File: src/rtl/comms_ctrl_param.sv
// Packet controller between rx UART, event router, register map and FIFO/tx path.
// Decodes rx packets, runs local regmap accesses, forwards traffic and queues router events.
module comms_ctrl_param #(
    parameter int unsigned WIDTH        = 64,
    parameter logic [7:0]  GLOBAL_ID    = 8'd255,
    parameter logic [31:0] MAGIC_NUMBER = 32'h8950_4E47,
    parameter int unsigned READ_LATENCY = 2,
    parameter int unsigned TIMEOUT      = 15,
    parameter int unsigned CNT_W        = 16
) (
    input  logic             clk,
    input  logic             reset_n,
    input  logic [WIDTH-2:0] rx_data,
    input  logic             rx_data_flag,
    input  logic [WIDTH-2:0] pre_event,
    input  logic             load_event,
    input  logic [7:0]       chip_id,
    input  logic [7:0]       regmap_read_data,
    input  logic             tx_busy,
    output logic [WIDTH-2:0] output_event,
    output logic             write_fifo_n,
    output logic             fifo_ack,
    output logic [7:0]       regmap_address,
    output logic [7:0]       regmap_write_data,
    output logic             write_regmap,
    output logic             read_regmap,
    output logic             send_config_data,
    output logic             comms_busy,
    output logic [CNT_W-1:0] bad_packets,
    output logic [CNT_W-1:0] total_packets,
    output logic [CNT_W-1:0] pass_packets
);
    localparam int unsigned W = WIDTH - 1;
    localparam logic [W-1:0] REPLY_FLAG = (W > 62) ? (W'(1) << 62) : '0;
    localparam logic [1:0] OP_INV = 2'b00;
    localparam logic [1:0] OP_WR  = 2'b10;
    localparam logic [1:0] OP_RD  = 2'b11;

    typedef enum logic [3:0] {
        S_READY, S_CFG_WRITE, S_CFG_READ, S_CFG_REPLY, S_PASS_CFG, S_TX_WAIT,
        S_TX_SEND, S_PASS_ALONG, S_LOAD_EVENT, S_WRITE_FIFO, S_BAD_PACKET, S_WAIT
    } state_t;

    state_t           r_state;
    logic [W-1:0]     r_rx_data, r_pre_event, r_pkt, r_output_event;
    logic             r_rx_flag, r_load, r_bcast, r_fwd_pending;
    logic [2:0]       r_lat_cnt;
    logic [7:0]       r_wait_cnt, r_addr, r_wdata;
    logic             r_write_fifo_n, r_fifo_ack, r_write_regmap, r_read_regmap;
    logic             r_send, r_comms_busy;
    logic [CNT_W-1:0] r_bad, r_total, r_pass;

    logic [1:0]  w_op;
    logic [7:0]  w_id;
    logic        w_bcast, w_match, w_magic_ok;

    assign w_op       = r_rx_data[1:0];
    assign w_id       = r_rx_data[9:2];
    assign w_bcast    = (w_id == GLOBAL_ID);
    assign w_match    = (w_id == chip_id) || w_bcast;
    assign w_magic_ok = (r_rx_data[57:26] == MAGIC_NUMBER);

    function automatic logic [CNT_W-1:0] sat_inc(input logic [CNT_W-1:0] v);
        return (&v) ? v : v + CNT_W'(1);
    endfunction

    // Outputs are registered from the next state, so each strobe spans exactly its state.
    always_ff @(posedge clk or negedge reset_n) begin
        if (!reset_n) begin
            r_state        <= S_READY;
            r_rx_data      <= '0;
            r_rx_flag      <= 1'b0;
            r_pre_event    <= '0;
            r_load         <= 1'b0;
            r_pkt          <= '0;
            r_bcast        <= 1'b0;
            r_fwd_pending  <= 1'b0;
            r_lat_cnt      <= '0;
            r_wait_cnt     <= '0;
            r_output_event <= '0;
            r_addr         <= '0;
            r_wdata        <= '0;
            r_write_fifo_n <= 1'b1;
            r_fifo_ack     <= 1'b0;
            r_write_regmap <= 1'b0;
            r_read_regmap  <= 1'b0;
            r_send         <= 1'b0;
            r_comms_busy   <= 1'b0;
            r_bad          <= '0;
            r_total        <= '0;
            r_pass         <= '0;
        end else begin
            r_rx_data      <= rx_data;
            r_rx_flag      <= rx_data_flag;
            r_pre_event    <= pre_event;
            r_load         <= load_event;
            r_write_fifo_n <= 1'b1;
            r_fifo_ack     <= 1'b0;
            r_write_regmap <= 1'b0;
            r_read_regmap  <= 1'b0;
            r_send         <= 1'b0;
            r_comms_busy   <= 1'b1;
            case (r_state)
                S_READY: begin
                    if (r_rx_flag) begin
                        r_pkt         <= r_rx_data;
                        r_bcast       <= w_bcast;
                        r_fwd_pending <= 1'b0;
                        if (w_op == OP_INV || (w_op[1] && !w_magic_ok)) begin
                            r_state <= S_BAD_PACKET;
                            r_bad   <= sat_inc(r_bad);
                        end else if (w_op == OP_WR && w_match) begin
                            r_state        <= S_CFG_WRITE;
                            r_write_regmap <= 1'b1;
                            r_addr         <= r_rx_data[17:10];
                            r_wdata        <= r_rx_data[25:18];
                        end else if (w_op == OP_RD && w_match) begin
                            r_state       <= S_CFG_READ;
                            r_read_regmap <= 1'b1;
                            r_addr        <= r_rx_data[17:10];
                            r_lat_cnt     <= '0;
                            r_fwd_pending <= w_bcast;
                        end else if (w_op[1]) begin
                            r_state        <= S_PASS_CFG;
                            r_output_event <= r_rx_data;
                            r_pass         <= sat_inc(r_pass);
                        end else begin
                            r_state        <= S_PASS_ALONG;
                            r_output_event <= r_rx_data;
                            r_pass         <= sat_inc(r_pass);
                        end
                    end else if (r_load) begin
                        r_state        <= S_LOAD_EVENT;
                        r_output_event <= r_pre_event;
                        r_total        <= sat_inc(r_total);
                    end else begin
                        r_comms_busy <= 1'b0;
                    end
                end
                S_CFG_WRITE: begin
                    if (r_bcast) begin
                        r_state        <= S_PASS_CFG;
                        r_output_event <= r_pkt;
                        r_pass         <= sat_inc(r_pass);
                    end else begin
                        r_state    <= S_WAIT;
                        r_wait_cnt <= '0;
                    end
                end
                S_CFG_READ: begin
                    if (r_lat_cnt == 3'(READ_LATENCY - 1)) begin
                        r_state        <= S_CFG_REPLY;
                        r_output_event <= {r_pkt[W-1:26], regmap_read_data, r_pkt[17:10],
                                           chip_id, r_pkt[1:0]} | REPLY_FLAG;
                        r_total        <= sat_inc(r_total);
                    end else begin
                        r_read_regmap <= 1'b1;
                        r_lat_cnt     <= r_lat_cnt + 3'd1;
                    end
                end
                S_CFG_REPLY:  r_state <= S_TX_WAIT;
                S_PASS_CFG:   r_state <= S_TX_WAIT;
                S_TX_WAIT: begin
                    if (!tx_busy) begin
                        r_state <= S_TX_SEND;
                        r_send  <= 1'b1;
                    end
                end
                // A broadcast read replies first, then forwards the original packet.
                S_TX_SEND: begin
                    if (r_fwd_pending) begin
                        r_state        <= S_PASS_CFG;
                        r_fwd_pending  <= 1'b0;
                        r_output_event <= r_pkt;
                        r_pass         <= sat_inc(r_pass);
                    end else begin
                        r_state    <= S_WAIT;
                        r_wait_cnt <= '0;
                    end
                end
                S_PASS_ALONG: begin
                    r_state        <= S_WRITE_FIFO;
                    r_write_fifo_n <= 1'b0;
                end
                S_LOAD_EVENT: begin
                    r_state        <= S_WRITE_FIFO;
                    r_write_fifo_n <= 1'b0;
                    r_fifo_ack     <= 1'b1;
                end
                S_WRITE_FIFO, S_BAD_PACKET: begin
                    r_state    <= S_WAIT;
                    r_wait_cnt <= '0;
                end
                S_WAIT: begin
                    if (!r_rx_flag || r_wait_cnt == 8'(TIMEOUT - 1)) begin
                        r_state      <= S_READY;
                        r_comms_busy <= 1'b0;
                    end else begin
                        r_wait_cnt <= r_wait_cnt + 8'd1;
                    end
                end
                default: begin
                    r_state      <= S_READY;
                    r_comms_busy <= 1'b0;
                end
            endcase
        end
    end

    assign output_event      = r_output_event;
    assign write_fifo_n      = r_write_fifo_n;
    assign fifo_ack          = r_fifo_ack;
    assign regmap_address    = r_addr;
    assign regmap_write_data = r_wdata;
    assign write_regmap      = r_write_regmap;
    assign read_regmap       = r_read_regmap;
    assign send_config_data  = r_send;
    assign comms_busy        = r_comms_busy;
    assign bad_packets       = r_bad;
    assign total_packets     = r_total;
    assign pass_packets      = r_pass;
endmodule

File: config.mk
export PLATFORM = sky130hd
export DESIGN_NAME = comms_ctrl_param
export DESIGN_NICKNAME = d
export VERILOG_FILES = /design/src/rtl/comms_ctrl_param.sv
export SDC_FILE = /design/constraint.sdc
export NUM_CORES = 1
export LEC_CHECK = 0
export ABC_AREA = 1
export ABC_CLOCK_PERIOD_IN_PS = 2200
export CAP_MARGIN = 20
export CORE_UTILIZATION = 52
export DETAILED_ROUTE_END_ITERATION = 10
export GPL_ROUTABILITY_DRIVEN = 0
export PLACE_DENSITY = 0.81
export SYNTH_ARGS = -nofsm -noshare
export SYNTH_HDL_FRONTEND = slang
export SYNTH_SLANG_ARGS = --single-unit
File: constraint.sdc
create_clock -name clk -period 2.2 [get_ports clk]
set_clock_uncertainty 0.15 [all_clocks]
set_input_delay 0.33 -clock clk [delete_from_list [all_inputs] [get_ports clk]]
set_output_delay 0.33 -clock clk [all_outputs]
set_load 0.01 [all_outputs]
### Signal wires on met1

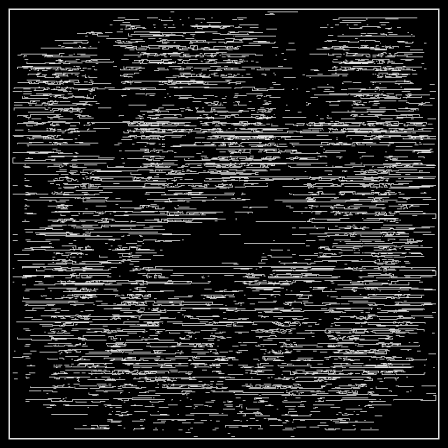
main direction = horizontal
longest straight run = 70.8 um
wire length on this layer = 16000 um

### M2 wires

The bar under the picture is 50 um long.
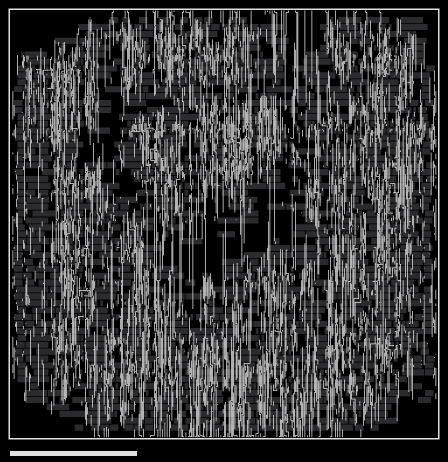
main direction = vertical
longest straight run = 74.6 um

==> reports/qor.yml <==
status: "complete, no violations"
synthArstFlopShare: 1.000
grt-busiest-layer: "met2"
hp-class: "input pin to flip-flop"
clock_buffers: 49
p_int_mw: 15.23
cp_num_cells: 11
detail_route.first_pass.iterations: 5
crit_chain: "inv_1 > nor2_2 > nand2_2 > nand2_4 > inv_2 > a211oi_4 > buf_4 > nand2_8 > clkbuf_16 > nand2_1 > nand2_1"
dominant-cell-class: "registers"
floorplan.nets: 1773
postSynthSeqShare: 0.5916
core_um2: 27100
routed.top_layer: "met5"
grt_use_total: 0.2728
worstMarginPinSlew_ns: 0.6856
place_area_um2: 18020
sw_frac_of_total: 0.3519
worstHoldStart: "rx_data[53]"
cts-resized-gates: 1
clk_share: 0.06294
top_cells_by_count: "nand2_1, dfrtp_1, o21ai_0, inv_1, nand3_1"
grt_max_degree: 88
p_leak_nw: 9.172
power.net_switching_mw: 8.269
power_clock_mw: 6.25
synth_dominant_cell_count: "nand2_1"
maxCapViolations: 0
die_w_um: 168.6
relSlewSlack: 0.5429
tns_ns: 0
yosys-stat-cells: 1619
r2r_start: "r_state[2]"
vias_per_cell: 5.292
